`src/rtl/multicycle_control.sv`:
```
// Control sequencer for the multicycle datapath: steps each instruction through
// fetch/decode/execute/memory/write-back with a timed req/ack memory interface.
module multicycle_control #(
  parameter int TIMEOUT = 16,
  parameter int CNT_W   = 8
) (
  input  logic             clk,
  input  logic             reset,
  input  logic [5:0]       opcode,
  input  logic             zero,
  input  logic             mem_ack,
  output logic             pc_write,
  output logic             pc_write_cond,
  output logic [1:0]       pc_source,
  output logic             i_or_d,
  output logic             mem_read,
  output logic             mem_write,
  output logic             ir_write,
  output logic             reg_dst,
  output logic             mem_to_reg,
  output logic             reg_write,
  output logic             alu_src_a,
  output logic [1:0]       alu_src_b,
  output logic [3:0]       alu_op,
  output logic             fault,
  output logic [CNT_W-1:0] instr_count
);

  localparam logic [5:0] OP_R    = 6'b000000;
  localparam logic [5:0] OP_J    = 6'b000010;
  localparam logic [5:0] OP_BEQ  = 6'b000100;
  localparam logic [5:0] OP_ADDI = 6'b001000;
  localparam logic [5:0] OP_ADIU = 6'b001001;
  localparam logic [5:0] OP_LW   = 6'b100011;
  localparam logic [5:0] OP_SW   = 6'b101011;

  typedef enum logic [3:0] {
    FETCH, DECODE, MEM_ADDR, MEM_RD, MEM_WB, MEM_WR,
    EXEC_R, R_WB, EXEC_I, I_WB, BRANCH, JUMP, TRAP
  } state_t;

  typedef struct packed {
    logic       pc_write;
    logic       pc_write_cond;
    logic [1:0] pc_source;
    logic       i_or_d;
    logic       mem_read;
    logic       mem_write;
    logic       ir_write;
    logic       reg_dst;
    logic       mem_to_reg;
    logic       reg_write;
    logic       alu_src_a;
    logic [1:0] alu_src_b;
    logic [3:0] alu_op;
    logic       fault;
  } ctl_t;

  state_t     state;
  logic [CNT_W-1:0] wait_cnt;
  ctl_t       ctl, ctl_o;
  logic       in_req, timed_out;

  // zero only feeds the datapath's pc_en; the sequencer never branches on it
  logic unused_zero;
  assign unused_zero = zero;

  assign in_req    = (state == FETCH) || (state == MEM_RD) || (state == MEM_WR);
  assign timed_out = (wait_cnt == CNT_W'(TIMEOUT)) && !mem_ack;

  always_ff @(posedge clk or negedge reset) begin
    if (!reset) begin
      state       <= FETCH;
      wait_cnt    <= '0;
      instr_count <= '0;
    end else begin
      wait_cnt <= (in_req && !mem_ack) ? wait_cnt + 1'b1 : '0;
      case (state)
        FETCH: begin
          if (mem_ack)        state <= DECODE;
          else if (timed_out) state <= TRAP;
        end
        DECODE: begin
          case (opcode)
            OP_LW, OP_SW:     state <= MEM_ADDR;
            OP_R:             state <= EXEC_R;
            OP_BEQ:           state <= BRANCH;
            OP_J:             state <= JUMP;
            OP_ADDI, OP_ADIU: state <= EXEC_I;
            default:          state <= TRAP;
          endcase
        end
        MEM_ADDR: state <= (opcode == OP_SW) ? MEM_WR : MEM_RD;
        MEM_RD: begin
          if (mem_ack)        state <= MEM_WB;
          else if (timed_out) state <= TRAP;
        end
        MEM_WR: begin
          if (mem_ack) begin
            state       <= FETCH;
            instr_count <= instr_count + 1'b1;
          end else if (timed_out) begin
            state <= TRAP;
          end
        end
        EXEC_R: state <= R_WB;
        EXEC_I: state <= I_WB;
        MEM_WB, R_WB, I_WB, BRANCH, JUMP: begin
          state       <= FETCH;
          instr_count <= instr_count + 1'b1;
        end
        default: state <= TRAP;
      endcase
    end
  end

  always_comb begin
    ctl = '0;
    case (state)
      FETCH: begin
        ctl.mem_read  = 1'b1;
        ctl.alu_src_b = 2'b01;
        ctl.ir_write  = mem_ack;
        ctl.pc_write  = mem_ack;
      end
      DECODE:   ctl.alu_src_b = 2'b11;
      MEM_ADDR: begin
        ctl.alu_src_a = 1'b1;
        ctl.alu_src_b = 2'b10;
      end
      MEM_RD: begin
        ctl.mem_read = 1'b1;
        ctl.i_or_d   = 1'b1;
      end
      MEM_WB: begin
        ctl.reg_write  = 1'b1;
        ctl.mem_to_reg = 1'b1;
      end
      MEM_WR: begin
        ctl.mem_write = 1'b1;
        ctl.i_or_d    = 1'b1;
      end
      EXEC_R: begin
        ctl.alu_src_a = 1'b1;
        ctl.alu_op    = 4'b1000;
      end
      R_WB: begin
        ctl.reg_write = 1'b1;
        ctl.reg_dst   = 1'b1;
      end
      EXEC_I: begin
        ctl.alu_src_a = 1'b1;
        ctl.alu_src_b = 2'b10;
      end
      I_WB:   ctl.reg_write = 1'b1;
      BRANCH: begin
        ctl.alu_src_a     = 1'b1;
        ctl.alu_op        = 4'b0001;
        ctl.pc_write_cond = 1'b1;
        ctl.pc_source     = 2'b01;
      end
      JUMP: begin
        ctl.pc_write  = 1'b1;
        ctl.pc_source = 2'b10;
      end
      TRAP:    ctl.fault = 1'b1;
      default: ctl = '0;
    endcase
  end

  // outputs are forced low while reset is held, so no request leaks out of FETCH
  assign ctl_o = reset ? ctl : '0;

  assign pc_write      = ctl_o.pc_write;
  assign pc_write_cond = ctl_o.pc_write_cond;
  assign pc_source     = ctl_o.pc_source;
  assign i_or_d        = ctl_o.i_or_d;
  assign mem_read      = ctl_o.mem_read;
  assign mem_write     = ctl_o.mem_write;
  assign ir_write      = ctl_o.ir_write;
  assign reg_dst       = ctl_o.reg_dst;
  assign mem_to_reg    = ctl_o.mem_to_reg;
  assign reg_write     = ctl_o.reg_write;
  assign alu_src_a     = ctl_o.alu_src_a;
  assign alu_src_b     = ctl_o.alu_src_b;
  assign alu_op        = ctl_o.alu_op;
  assign fault         = ctl_o.fault;

endmodule

```
`config.mk`:
```
export PLATFORM = sky130hd
export DESIGN_NAME = multicycle_control
export DESIGN_NICKNAME = d
export VERILOG_FILES = /design/src/rtl/multicycle_control.sv
export SDC_FILE = /design/constraint.sdc
export NUM_CORES = 1
export LEC_CHECK = 0
export CAP_MARGIN = 10
export CORE_MARGIN = 3
export CORE_UTILIZATION = 35
export DETAILED_ROUTE_END_ITERATION = 6
export PLACE_DENSITY = 0.7
export SLEW_MARGIN = 20
export SYNTH_ARGS = -nofsm -noshare
export SYNTH_HDL_FRONTEND = slang
export SYNTH_SLANG_ARGS = --single-unit
```
`constraint.sdc`:
```
create_clock -name clk -period 1.5 [get_ports clk]
set_clock_uncertainty 0.05 [all_clocks]
set_input_delay 0.3 -clock clk [delete_from_list [all_inputs] [get_ports clk]]
set_output_delay 0.3 -clock clk [all_outputs]
set_load 0.005 [all_outputs]
```
==> run_1/pins.png <==
(6 px per um) Pins as bars across the die edge, other pins in gray.
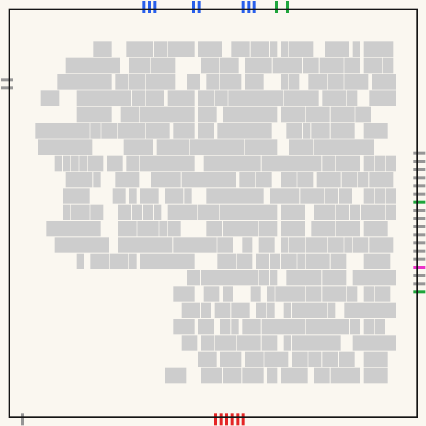
red -> opcode  # pins 6, direction input, edge south
magenta -> i_or_d  # pins 1, direction output, edge east
green -> alu_op  # pins 4, direction output, edge 2 east, 2 north
blue -> instr_count  # pins 8, direction output, edge north

==> run_1/cell_classes.png <==
(8 px per um)
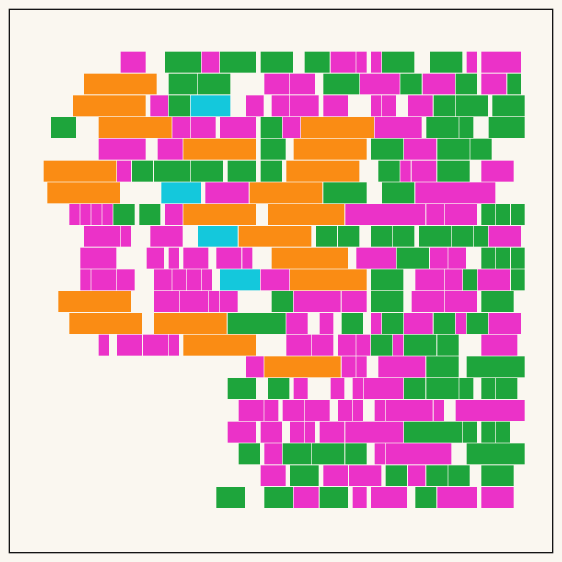
green -> other buffers and delay cells  # cells 91, share of their area 34%
orange -> flip-flops  # cells 20, share of their area 21%
magenta -> all other logic  # cells 126, share of their area 43%
cyan -> clock drivers and dummy loads  # cells 4, share of their area 2.2%

==> run_1/met3.png <==
(6 px per um)
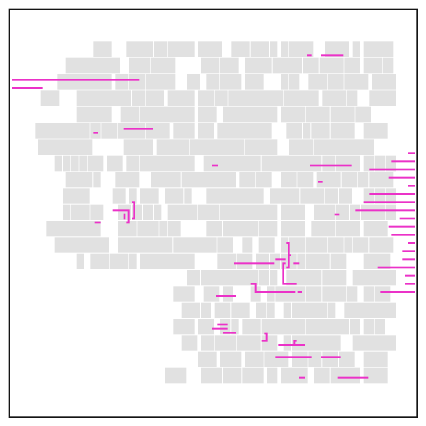
main direction = horizontal
nets with wire on the layer = 39
longest straight run = 20.9 um

==> run_1/final_clocks.png <==
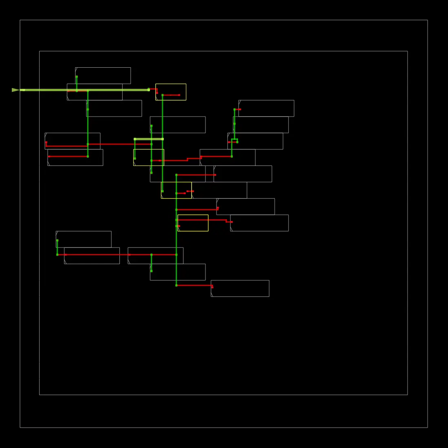
CTS sink count: 20
clock buffers: 4
Clk power: 393 uW

==> metrics.yaml, run 1 <==
place:
  finalWeightedCongestion: 0.809
  port_buffers: 33
synth:
  edf_count: 0
  ys_sh_mux_pct: 1.13
  fa_ha_area_share_pct: 2.81
  synth_cells: 155
  yosysTopAreaCell: "dfrtp_1"
  syn_area_mm2: 0.00133
  yosys.area_share.xor_xnor_pct: 11.2
  top_logic_kind: "simple AND/OR/NAND/NOR gates"
  synth_seq_share_pct: 37.5
drt:
  route.detailed.drc: 0
  met1Wirelength_um: 1880
  wl_met3_um: 179
sta:
  layout_setup_ws_ns: -0.317
  setup_violations: 29
  fin_hold_ws_ns: 0.379
worst_setup_path:
  crit_family: "flip-flops"
  startpoint: "state[3]"
  required_ns: 1.15
  startpoint_type: "flip-flop"
  path_max_fanout: 5
global_route:
  grt_max_degree: 21
  grtUsageMet1_pct: 21.2
  busiest_layer: "met2"
clock_tree:
  clk_latency_ns: 0.25
  cts_root_buf: "clkbuf_8"
job:
  drv_cap: 0
  warning_count: 31
run_status:
  violations: "negative setup slack"
  status: "complete, but fails checks"
power:
  total_leakage_power_nw: 1.25
die:
  die_h_um: 67.7
  die_w_um: 67.7
run 1: cells in the final DEF, fill, tap and decap left out, types with 6 or more instances in the layout:
cell type	instances
clkdlybuf4s50_1	8
nor2_4	6
buf_4	32
nand3_1	7
nor2_1	15
dfrtp_1	16
buf_2	16
buf_6	22
xnor2_1	8
run 1: what timing repair did:
item | in CTS | in global routing
gates resized | 131 | 35
pin swaps | 27 | 19
gates cloned | 0 | 0
setup endpoints to repair | 42 | 41
buffers inserted | 21 | 9
run 1: worst reg2reg max path, delay by kind of cell, from the launching register on:
| family | cells | cell delay [ns] |
|---|---|---|
| buffers and inverters | 4 | 0.52 |
| XOR/XNOR | 1 | 0.13 |
| AND/OR/NAND/NOR | 2 | 0.17 |
| AND-OR/OR-AND | 1 | 0.32 |
| flip-flops | 1 | 0.46 |
run 1: flip-flops by register name, summed over array words and instances, names as in the netlist:
signal       count
instr_count      8
state            4
wait_cnt         8
run 1: worst paths after layout:
kind	to	slack (ns)	depth (start not counted)
setup / recovery	alu_src_b[1]	-0.32	4
hold / removal	state[3]	0.38	3
setup reg to reg	instr_count[6]	-0.26	8
hold reg to reg	instr_count[7]	0.43	1
max in group asynchronous	state[1]	0.81	3
min in group clk	instr_count[7]	0.43	1
run 1: final cells by class:
type | count | area [um2]
Clock buffer | 4 | 55.1
Fill cell | 222 | 975
Inverter | 6 | 22.5
Multi-Input combinational cell | 120 | 1050
Sequential cell | 20 | 505
Tap cell | 46 | 57.6
Timing Repair Buffer | 91 | 832
run 1: power breakdown:
part | switching (mW) | leakage [nW] | internal [mW]
clock network | 0.160 | 0.0288 | 0.233
registers | 0 | 0.265 | 0.539
logic | 0.0456 | 0.952 | 0.0396
total | 0.206 | 1.25 | 0.812
## Run 2: what changed since run 1
CTS_BUF_LIST = sky130_fd_sc_hd__clkbuf_16   (was default)
CTS_CLUSTER_SIZE = 10   (was default)
==> run_2/pins.png <==
(6 px per um) Pins as bars across the die edge, other pins in gray.
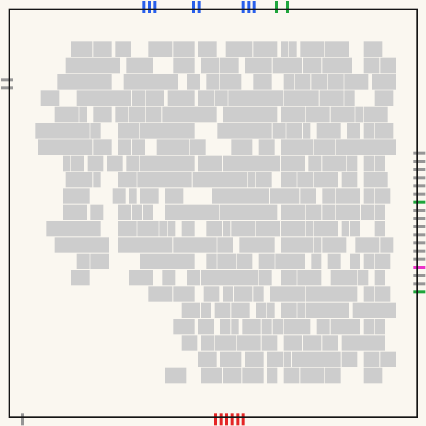
green -> alu_op  # pins 4, direction output, edge 2 east, 2 north
red -> opcode  # pins 6, direction input, edge south
blue -> instr_count  # pins 8, direction output, edge north
magenta -> i_or_d  # pins 1, direction output, edge east
all pins by edge = 18 east, 10 north, 7 south, 2 west

==> run_2/final_clocks.png <==
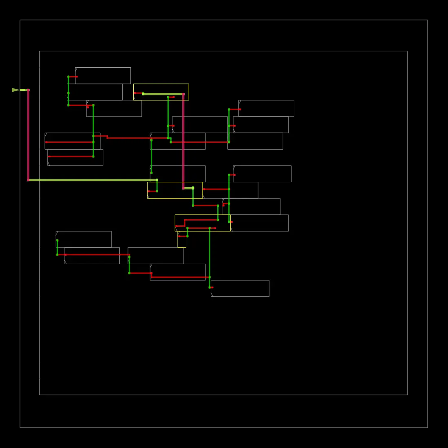
flip-flops: 20
Clk power: 535 uW
cts bufs inserted: 3
clock buffers: 3
clk ins delay skew pair: 0.25 ns

==> metrics.yaml, run 2 <==
sta:
  fin_hold_ws_ns: 0.372  # was 0.379 ns
  layout_setup_ws_ns: -0.318  # was -0.317 ns
  setup_violations: 37  # was 29
worst_setup_path:
  required_ns: 1.15  # about the same
  reg2reg_from: "state[0]"  # was state[1]
  startpoint_type: "flip-flop"  # unchanged
  crit_family: "flip-flops"  # unchanged
  startpoint: "state[3]"  # unchanged
  path_max_fanout: 5  # unchanged
finish:
  fillers: 226  # was 222
  layout_top_cell: "buf_4"  # unchanged
  logic_area_mm2: 0.00103  # was 0.00105 mm2
  reg_top3: "instr_count: 8 flops, wait_cnt: 8 flops, state: 4 flops"  # unchanged
  flop_area_um2: 505  # unchanged
job:
  drv_cap: 0  # unchanged
  warning_count: 31  # unchanged
clock_tree:
  cts_num_sinks: 20  # unchanged
  cts_root_buf: "clkbuf_16"  # was clkbuf_8
place:
  port_buffers: 33  # unchanged
  finalWeightedCongestion: 0.809  # unchanged
drt:
  wl_met3_um: 185  # was 179 um
  route.detailed.drc: 0  # unchanged
  met1Wirelength_um: 1930  # was 1880 um
die:
  die_w_um: 67.7  # unchanged
  die_h_um: 67.7  # unchanged
synth:
  edf_count: 0  # unchanged
  synth_seq_share_pct: 37.5  # unchanged
  ys_async_sr_fraction_pct: 100  # unchanged
  yosysTopAreaCell: "dfrtp_1"  # unchanged
  syn_area_mm2: 0.00133  # unchanged
run_status:
  violations: "negative setup slack"  # unchanged
  status: "complete, but fails checks"  # unchanged
global_route:
  grtUsageMet1_pct: 21.5  # was 21.2%
  busiest_layer: "met2"  # unchanged
power:
  total_leakage_power_nw: 1.19  # was 1.25 nW
## run 2: netlist changes by cell type in the layout (fill, tap and decap cells not counted), sizes merged
cell / delta
buf: +3
clkdlybuf4s50: +2
clkinv: +1
clkbuf: -1
dlymetal6s2s: -2
## run 2: what timing repair did
item | CTS | global route
setup endpoints to repair | 40 | 40
resized | 132 | 36
setup buffers | 20 | 12
pin swaps | 28 | 29
hold endpoints to repair | 0 | 0
## run 2: per-stage QoR
step	setup TNS [ns]	setup WS [ns]	utilization [%]	instance area [um2]	power (mW)
final	-6.51	-0.318	72.6	2540	1.16
after global routing	-8.49	-0.340	72.6	2540	1.21
after CTS	-4.54	-0.290	66.8	2330	1.16
after detailed placement	-15.77	-0.750	55.1	1920	0.630
after global placement	-14.63	-0.715	55.1	1920	0.627
after floorplan	-0.0769	-0.0541	-	1380	0.569
## run 2: power by group
part / total [mW] / leakage, nW / switching (mW) / internal, mW
logic: 0.0838 / 0.889 / 0.0451 / 0.0387
clock network: 0.535 / 0.0385 / 0.180 / 0.354
registers: 0.540 / 0.265 / 0 / 0.540
## run 2: cell families after synthesis
family / share of synthesized area [%]
muxes: 1.13
buffers and inverters: 6.66
AOI/OAI and AO/OA: 11.5
and+or+nand+nor: 28.9
other: 0.281
adders and majority gates: 2.81
xor gates and xnor gates: 11.2
DFF: 37.5
## run 2: worst paths after layout
kind / to / cells past startpoint
worst max-delay path: alu_src_b[1] / 4
worst min-delay path: instr_count[7] / 3
worst max register to register: instr_count[1] / 4
worst min register to register: instr_count[7] / 1
max in group asynchronous: state[1] / 3
min in group clk: instr_count[7] / 1
## run 2: area by class of cell
cell class	count	share of cell area, %
multi-input combinational	120	40.6
timing repair buffer	94	33.0
tap	46	2.27
inverter	6	1.08
sequential	20	19.9
clock inverter	1	0.148
clock buffer	3	2.96
## Run 3: what changed since run 2
CAP_MARGIN = default   (was 10)
CORE_ASPECT_RATIO = 0.5   (was default)
SLEW_MARGIN = 30   (was 20)
==> run_3/met3.png <==
(6 px per um)
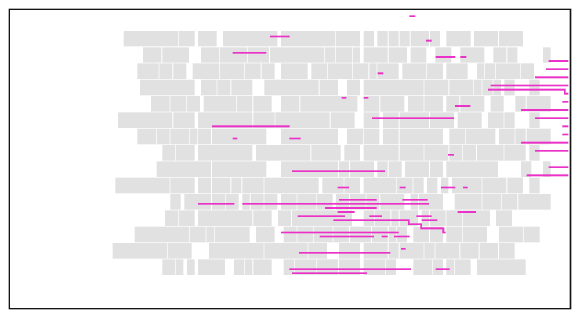
nets with wire on the layer = 41
share of all routed wire = 6.0%
wire length on this layer = 316 um
main direction = horizontal
longest straight run = 30.8 um

==> run_3/pins.png <==
(6 px per um) Pins as bars across the die edge, other pins in gray.
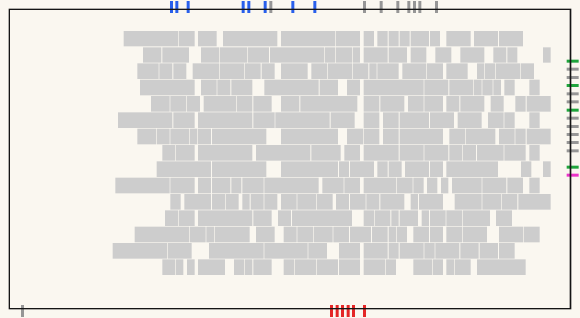
green -> alu_op  # pins 4, direction output, edge east
red -> opcode  # pins 6, direction input, edge south
blue -> instr_count  # pins 8, direction output, edge north
magenta -> i_or_d  # pins 1, direction output, edge east
all pins by edge = 16 north, 14 east, 7 south

==> metrics.yaml, run 3 <==
power:
  sw_frac_of_total_pct: 21.0  # was 19.5%
  p_comb_uw: 92.2  # was 83.8 uW
  total_leakage_power_nw: 1.21  # was 1.19 nW
  pwr-share-seq_pct: 45.4  # was 46.6%
  powerClk_uw: 556  # was 535 uW
  power_leader: "clock"  # was registers
  p_switching_uw: 250  # was 226 uW
  seq-power_uw: 540  # about the same
  p_comb_share_pct: 7.8  # was 7.2%
finish:
  flop_area_um2: 504  # was 505 um2
  reg_top3: "instr_count: 8 flops, wait_cnt: 8 flops, state: 4 flops"  # unchanged
  most-common-layout-cells: "39 x buf_4, 19 x buf_6, 17 x dfrtp_1"  # was 37 x buf_4, 20 x buf_6, 16 x dfrtp_1, 16 x buf_2
  final_area_mm2: 0.00252  # was 0.00254 mm2
  layout_top_cell: "buf_4"  # unchanged
job:
  drv_cap: 0  # unchanged
  warning_count: 31  # unchanged
synth:
  syn_area_mm2: 0.00133  # unchanged
  synth_cells: 155  # unchanged
  edf_count: 0  # unchanged
  synth_seq_share_pct: 37.5  # unchanged
  ys_async_sr_fraction_pct: 100  # unchanged
place:
  finalWeightedCongestion: 0.816  # was 0.809
  dpl_cell_area_mm2: 0.00194  # was 0.00192 mm2
  port_buffers: 33  # unchanged
global_route:
  grtUsageMet1_pct: 20.1  # was 21.5%
  busiest_layer: "met2"  # unchanged
  grt_max_degree: 21  # unchanged
worst_setup_path:
  path_max_fanout: 3  # was 5
  required_ns: 1.15  # about the same
  startpoint_type: "flip-flop"  # unchanged
  rrSetupSlack_ns: -0.38  # was -0.25 ns
  crit_family: "buffers and inverters"  # was flip-flops
sta:
  setup_violations: 37  # unchanged
  layout_setup_ws_ns: -0.420  # was -0.318 ns
  fin_hold_ws_ns: 0.339  # was 0.372 ns
  tns_ns: -9.21  # was -6.51 ns
clock_tree:
  clk_latency_ns: 0.25  # about the same
  cts_root_buf: "clkbuf_16"  # unchanged
  numCtsBuffers: 3  # unchanged
  post_cts_resize_count: 115  # was 132
drt:
  route.detailed.drc: 0  # unchanged
die:
  die_h_um: 49.7  # was 67.7 um
  die_w_um: 93.3  # was 67.7 um
run_status:
  violations: "negative setup slack"  # unchanged
  status: "complete, but fails checks"  # unchanged
==> run 3: netlist changes by cell type in the layout (fill, tap and decap cells not counted), sizes merged <==
cell and delta:
buf -1, clkdlybuf4s15 +1, clkdlybuf4s50 +1, dlygate4sd2 -1
==> run 3: final timing paths <==
kind                                start        endpoint  cells past startpoint
setup / recovery                 state[3]    alu_src_b[1]                      4
hold / removal                      reset  instr_count[7]                      3
setup reg to reg                 state[1]  instr_count[1]                      5
hold reg to reg            instr_count[4]  instr_count[4]                      1
max in group asynchronous           reset        state[3]                      3
min in group clk           instr_count[4]  instr_count[4]                      1
==> run 3: cell families after synthesis <==
group                    Yosys count  synth area share [%]
AND/OR/NAND/NOR                   75                  28.9
buffers and inverters             16                  6.66
multiplexers                       1                  1.13
adder cells (fa/ha/maj)            3                  2.81
other                              1                 0.281
XOR/XNOR                          17                  11.2
AND-OR/OR-AND                     22                  11.5
flip-flops                        20                  37.5
==> run 3: metal layers <==
| metal | up-vias | routed length (um) |
|---|---|---|
| li1 | 715 | - |
| met1 | 737 | 2060 |
| met2 | 71 | 2620 |
| met3 | 27 | 315 |
| met4 | 0 | 280 |
| met5 | - | 0 |
==> run 3: area by class of cell <==
| type | count | area share [%] |
|---|---|---|
| Multi-Input combinational cell | 120 | 40.8 |
| Timing Repair Buffer | 94 | 32.5 |
| Tap cell | 51 | 2.54 |
| Sequential cell | 20 | 20.0 |
| Inverter | 6 | 0.995 |
| Clock buffer | 3 | 2.98 |
| Clock inverter | 1 | 0.149 |
==> run 3: metrics by stage <==
stage	power, mW	utilization, %
6_report	1.19	70.9
3_3_place_gp	0.629	54.6
5_1_grt	1.22	70.9
4_1_cts	1.17	64.0
3_5_place_dp	0.630	54.6
2_1_floorplan	0.569	-
Power figures rest on the tool's default switching activity, not on a simulated workload.
